Run 1, power grid:
Scale bar: 20 um. Pins as bars on the die edge.
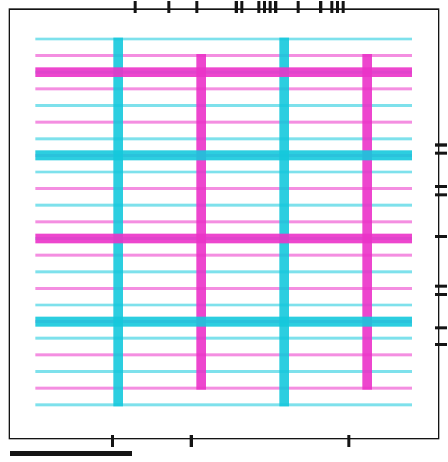
Run 1, placed cells, one color a class:
Scale bar: 20 um.
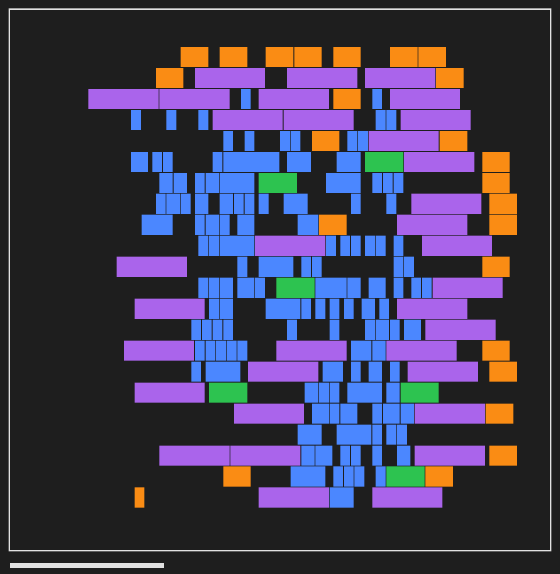
Run 1, routed clock nets over the placement:
Scale bar: 20 um.
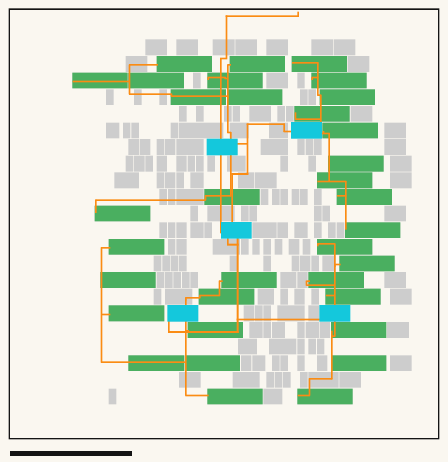
### config.mk
export PLATFORM = sky130hd
export DESIGN_NAME = fft8_seq_ctrl
export DESIGN_NICKNAME = d
export VERILOG_FILES = /design/src/rtl/fft8_pkg.sv /design/src/rtl/fft8_addr_gen.sv /design/src/rtl/fft8_seq_ctrl.sv
export SDC_FILE = /design/constraint.sdc
export NUM_CORES = 1
export LEC_CHECK = 0
export ABC_AREA = 1
export CORE_MARGIN = 4
export CORE_UTILIZATION = 40
export CTS_CLUSTER_DIAMETER = 100
export DETAILED_ROUTE_END_ITERATION = 16
export GPL_TIMING_DRIVEN = 0
export PLACE_DENSITY = 0.72
export RECOVER_POWER = 25
export SYNTH_ARGS = -nofsm -noshare
export SYNTH_HDL_FRONTEND = slang
export SYNTH_SLANG_ARGS = --single-unit
### constraint.sdc
create_clock -name clk -period 4.2 [get_ports clk]
set_clock_uncertainty 0.2 [all_clocks]
set_input_delay 0.63 -clock clk [delete_from_list [all_inputs] [get_ports clk]]
set_output_delay 0.63 -clock clk [all_outputs]
set_load 0.01 [all_outputs]
### src/rtl/fft8_pkg.sv
// rtl/fft8_pkg.sv - shared constants, state encoding and output bundle for the 8-point FFT sequencer
package fft8_pkg;

  localparam int N              = 8;
  localparam int STAGES         = 3;
  localparam int BFLY_PER_STAGE = 4;

  typedef enum logic [2:0] {
    ST_IDLE,
    ST_RD,
    ST_WAIT,
    ST_WR,
    ST_FIN,
    ST_OUT
  } state_e;

  typedef struct packed {
    logic       rd_en;
    logic [2:0] rd_add1;
    logic [2:0] rd_add2;
    logic       wr_en;
    logic [2:0] wr_add1;
    logic [2:0] wr_add2;
    logic [1:0] tw_idx;
    logic       wd_finish;
    logic [2:0] read_addr;
    logic       out_valid;
    logic       busy;
    logic       overrun;
  } ctrl_out_t;

endpackage

### src/rtl/fft8_addr_gen.sv
// rtl/fft8_addr_gen.sv - combinational butterfly operand addresses and twiddle index for (stage, butterfly)
module fft8_addr_gen
  import fft8_pkg::*;
(
  input  logic [1:0] s,
  input  logic [1:0] k,
  output logic [2:0] add1,
  output logic [2:0] add2,
  output logic [1:0] tw
);

  logic [2:0] span;
  logic [1:0] grp;
  logic [1:0] pos;
  logic [2:0] base;

  // base = grp * 2 * span always fits in 3 bits for s <= 2
  always_comb begin
    span = 3'd1 << s;
    grp  = k >> s;
    pos  = k & (span[1:0] - 2'd1);
    base = {1'b0, grp} << (s + 2'd1);
    add1 = base + {1'b0, pos};
    add2 = add1 + span;
    tw   = pos << (2'd2 - s);
  end

endmodule

### src/rtl/fft8_seq_ctrl.sv
// rtl/fft8_seq_ctrl.sv - sequences the 12 radix-2 butterflies of an 8-point FFT, then reads results out
module fft8_seq_ctrl
  import fft8_pkg::*;
#(
  parameter int unsigned BF_LAT = 2
)
(
  input  logic       clk,
  input  logic       rst,
  input  logic       initial_flag,
  output logic       rd_en,
  output logic [2:0] rd_add1,
  output logic [2:0] rd_add2,
  output logic       wr_en,
  output logic [2:0] wr_add1,
  output logic [2:0] wr_add2,
  output logic [1:0] tw_idx,
  output logic       wd_finish,
  output logic [2:0] read_addr,
  output logic       out_valid,
  output logic       busy,
  output logic       overrun
);

  localparam logic [3:0] WAIT_LAST = 4'(BF_LAT - 1);
  localparam logic [1:0] LAST_S    = 2'(STAGES - 1);
  localparam logic [1:0] LAST_K    = 2'(BFLY_PER_STAGE - 1);
  localparam logic [3:0] OUT_LAST  = 4'(N - 1);

  state_e     state_q, state_d;
  logic [1:0] s_q, s_d;
  logic [1:0] k_q, k_d;
  logic [3:0] cnt_q, cnt_d;
  ctrl_out_t  out_q, out_d;

  logic [2:0] ag_add1, ag_add2;
  logic [1:0] ag_tw;

  // Fed from the next (s,k) so registered addresses line up with the rd/wr cycle
  fft8_addr_gen u_addr_gen (
    .s    (s_d),
    .k    (k_d),
    .add1 (ag_add1),
    .add2 (ag_add2),
    .tw   (ag_tw)
  );

  always_ff @(posedge clk or negedge rst) begin
    if (!rst) begin
      state_q <= ST_IDLE;
      s_q     <= '0;
      k_q     <= '0;
      cnt_q   <= '0;
      out_q   <= '0;
    end else begin
      state_q <= state_d;
      s_q     <= s_d;
      k_q     <= k_d;
      cnt_q   <= cnt_d;
      out_q   <= out_d;
    end
  end

  // cnt_q counts WAIT cycles during butterflies and the readout index during OUT
  always_comb begin
    state_d = state_q;
    s_d     = s_q;
    k_d     = k_q;
    cnt_d   = cnt_q;
    unique case (state_q)
      ST_IDLE: if (initial_flag) state_d = ST_RD;
      ST_RD: begin
        if (BF_LAT > 1) begin
          state_d = ST_WAIT;
          cnt_d   = 4'd1;
        end else begin
          state_d = ST_WR;
        end
      end
      ST_WAIT: begin
        if (cnt_q >= WAIT_LAST) begin
          state_d = ST_WR;
          cnt_d   = '0;
        end else begin
          cnt_d = cnt_q + 4'd1;
        end
      end
      ST_WR: begin
        if (s_q == LAST_S && k_q == LAST_K) begin
          state_d = ST_FIN;
          s_d     = '0;
          k_d     = '0;
        end else begin
          state_d = ST_RD;
          k_d     = k_q + 2'd1;
          if (k_q == LAST_K) s_d = s_q + 2'd1;
        end
      end
      ST_FIN: begin
        state_d = ST_OUT;
        cnt_d   = '0;
      end
      ST_OUT: begin
        if (cnt_q == OUT_LAST) begin
          state_d = ST_IDLE;
          cnt_d   = '0;
        end else begin
          cnt_d = cnt_q + 4'd1;
        end
      end
      default: begin
        state_d = ST_IDLE;
        s_d     = '0;
        k_d     = '0;
        cnt_d   = '0;
      end
    endcase
  end

  always_comb begin
    out_d = '0;
    if (state_d == ST_RD) begin
      out_d.rd_en   = 1'b1;
      out_d.rd_add1 = ag_add1;
      out_d.rd_add2 = ag_add2;
      out_d.tw_idx  = ag_tw;
    end
    if (state_d == ST_WR) begin
      out_d.wr_en   = 1'b1;
      out_d.wr_add1 = ag_add1;
      out_d.wr_add2 = ag_add2;
    end
    if (state_d == ST_OUT) begin
      out_d.rd_en     = 1'b1;
      out_d.out_valid = 1'b1;
      out_d.read_addr = cnt_d[2:0];
    end
    out_d.wd_finish = (state_d == ST_FIN);
    out_d.busy      = (state_d != ST_IDLE);
    out_d.overrun   = initial_flag && (state_q != ST_IDLE);
  end

  assign rd_en     = out_q.rd_en;
  assign rd_add1   = out_q.rd_add1;
  assign rd_add2   = out_q.rd_add2;
  assign wr_en     = out_q.wr_en;
  assign wr_add1   = out_q.wr_add1;
  assign wr_add2   = out_q.wr_add2;
  assign tw_idx    = out_q.tw_idx;
  assign wd_finish = out_q.wd_finish;
  assign read_addr = out_q.read_addr;
  assign out_valid = out_q.out_valid;
  assign busy      = out_q.busy;
  assign overrun   = out_q.overrun;

endmodule

==> deck_impl_summary.md, run 1 <==
Synthesis and Place & Route Summary

Run status
  – Status: finished, violations left
  – Violated checks: max-capacitance violations, max-slew violations

Pwr
  – Register share of total power: 0.519
  – Peak supply drop: 0.000135 V
  – Design internal power: 0.512 mW
  – Pwr Total: 0.685 mW

Route
  – Highest routing layer actually used: met4
  – Routed met2 length: 1330 um

STA
  – Final Hold Fails: 0
  – Max-slew violation count: 35

GRT
  – Met3 capacity usage during global routing: 0.0302
  – Met2 track utilization from global routing: 0.210
  – All-layer global routing usage: 0.125
  – GR Layer Usage met1: 0.148
  – Overflow left after global routing: 0

Synth
  – Share of synthesized cell area in and, or, nand and nor gates: 0.216
  – Net count after synthesis: 179
  – Number of cell instances after yosys synthesis: 166

Setup path
  – Worst path slowest cell: fa_1
  – Largest driver fanout on the critical path: 5
  – Startpoint-to-endpoint class of the critical path: register to register

Finish
  – Final non-clock buffer share: 0.127
  – Summed area of non-filler cells in the final layout: 0.00193 sq mm
  – Flop share of the area: 0.442
  – Largest register FFs: 4

Placement
  – Tally of buffers added on design ports: 25
  – Placed cell count: 239
  – Routability congestion estimate: 0.821

Min path
  – Depth of the worst hold-timing path: 2

Run
  – Max-cap viol count: 1

Die
  – Die area: 0.00490 sq mm
  – Floorplan-stage core utilization: 0.417

CTS
  – Number of buffers inserted for hold repair after clock tree synthesis: 0
## Picture notes: 'power grid'
Key: cyan = VSS; magenta = VDD
4 straps on met4. The core has 22 rows.

## Picture notes: 'placed cells, one color a class'
Key: blue = combinational and other logic [cells 132, share of their area 37%]; purple = sequential cells [cells 34, share of their area 46%]; green = clock drivers and dummy loads [cells 6, share of their area 4.4%]; orange = remaining buffers and delay cells [cells 25, share of their area 13%]

## Picture notes: 'routed clock nets over the placement'
Key: cyan = clock drivers [count 5]; green = flip-flops [count 34]; orange = clock wires [length 382 um]
There are 6 routed clock nets.

[run 1: worst register-to-register path, stage by stage (launching register included)]
cell	delay [ns]
dfrtp_1	0.39
ha_1	0.25
nand2_1	0.17
nand3_1	0.10
nand2_1	0.19
inv_1	0.12
ha_1	0.30
inv_1	0.10
nand2_1	0.09
nor3_1	0.18
ha_1	0.18
inv_1	0.05
fa_1	0.53
xnor2_1	0.15
xnor2_1	0.16
nor2_1	0.06
[run 1: power groups by stage]
stage | Sequential (mW) | Combinational, mW | Clock [mW]
after floorplan | 0.365 | 0.0622 | 0
after global placement | 0.361 | 0.104 | 0
after detailed placement | 0.361 | 0.106 | 0
after CTS | 0.356 | 0.106 | 0.233
after global routing | 0.358 | 0.121 | 0.246
final | 0.356 | 0.104 | 0.225
Run 1, metal layers overlaid:
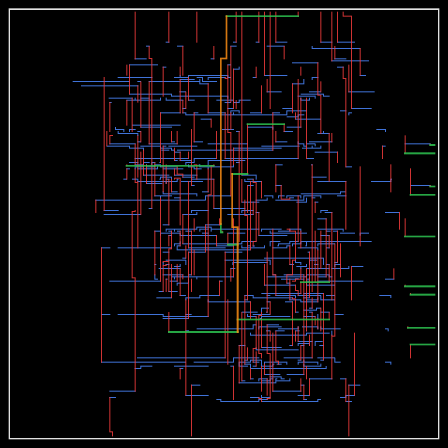

==> run 2: changes to the inputs <==
--- a/config.mk
+++ b/config.mk
@@ -11,7 +11,7 @@
 export CTS_CLUSTER_DIAMETER = 100
 export DETAILED_ROUTE_END_ITERATION = 16
 export GPL_TIMING_DRIVEN = 0
-export PLACE_DENSITY = 0.72
+export PLACE_DENSITY = 0.74
 export RECOVER_POWER = 25
 export SYNTH_ARGS = -nofsm -noshare
 export SYNTH_HDL_FRONTEND = slang
==> constraint.sdc (replaced) <==
create_clock -name clk -period 2.7 [get_ports clk]
set_clock_uncertainty 0.2 [all_clocks]
set_input_delay 0.405 -clock clk [delete_from_list [all_inputs] [get_ports clk]]
set_output_delay 0.405 -clock clk [all_outputs]
set_load 0.01 [all_outputs]
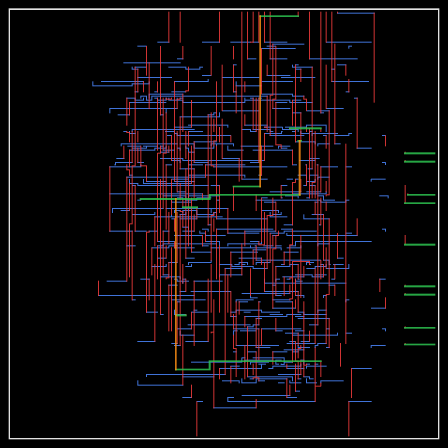
Run 2: metal layers overlaid
Key: orange = metal 4 [wire length 64.6 um]; green = metal 3 [wire length 115 um]; blue = metal 1 [wire length 1330 um]; red = metal 2 [wire length 1500 um]

==> deck_impl_summary.md, run 2 <==
Synthesis and Place & Route Summary

Route
  – Highest routing layer actually used: met4
  – Routed met2 length: 1500 um (+13%)

Run status
  – Violated checks: negative setup slack
  – Status: finished, violations left

Synth
  – Number of cell instances after yosys synthesis: 166 (unchanged)
  – Net count after synthesis: 179 (unchanged)

Setup path
  – Startpoint-to-endpoint class of the critical path: register to register
  – Worst path slowest cell: fa_2
  – Largest driver fanout on the critical path: 3 (-2)

GRT
  – Overflow left after global routing: 0 (unchanged)

Placement
  – Routability congestion estimate: 0.848 (+3.2%)
  – Placed cell count: 239 (unchanged)

Finish
  – Largest register FFs: 4 (unchanged)
  – Summed area of non-filler cells in the final layout: 0.00216 sq mm (+12%)
  – Final non-clock buffer share: 0.163 (+0.0363)

STA
  – Crit path setup slack, layout: -0.238 ns
  – Number of setup violations in the final report: 4

Pwr
  – Pwr Total: 1.11 mW (+62%)
  – Top contributor to total power: registers
  – Register share of total power: 0.498 (-0.021)
  – Design internal power: 0.816 mW (+59%)
  – P_seq: 0.555 mW (+56%)
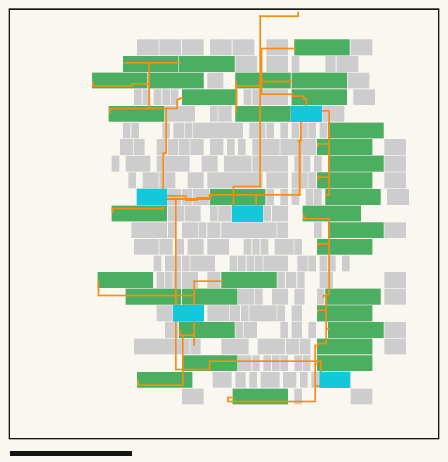
Run 2: routed clock nets over the placement
Scale bar: 20 um.
Key: green = flip-flops [count 34]; cyan = clock drivers [count 5]; orange = clock wires [length 401 um]
There are 6 routed clock nets.

## run 2: cell counts after synthesis
Identical to the previous run, type by type.
## run 2: layer usage
metal | up-vias | GRT usage
met5 | - | 0
met4 | 0 | 0.0702
met3 | 7 | 0.0374
met2 | 21 | 0.213
met1 | 570 | 0.148
li1 | 610 | -
## run 2: cells by family after synthesis
kind of cell             after synthesis  synth area share
flip-flops                            34             0.553
AND-OR/OR-AND                         10            0.0382
buffers and inverters                 32            0.0781
XOR/XNOR                               5            0.0285
AND/OR/NAND/NOR                       75             0.216
adder cells (fa/ha/maj)               10            0.0862
## run 2: what timing repair did
action	in CTS	in global routing
setup buffers	9	4
pin swaps	13	2
gates resized	19	4
hold buffers	1	0
endpoints found under the setup margin	8	6
hold endpoints to repair	34	0
Power is estimated from default activity; no workload was simulated.
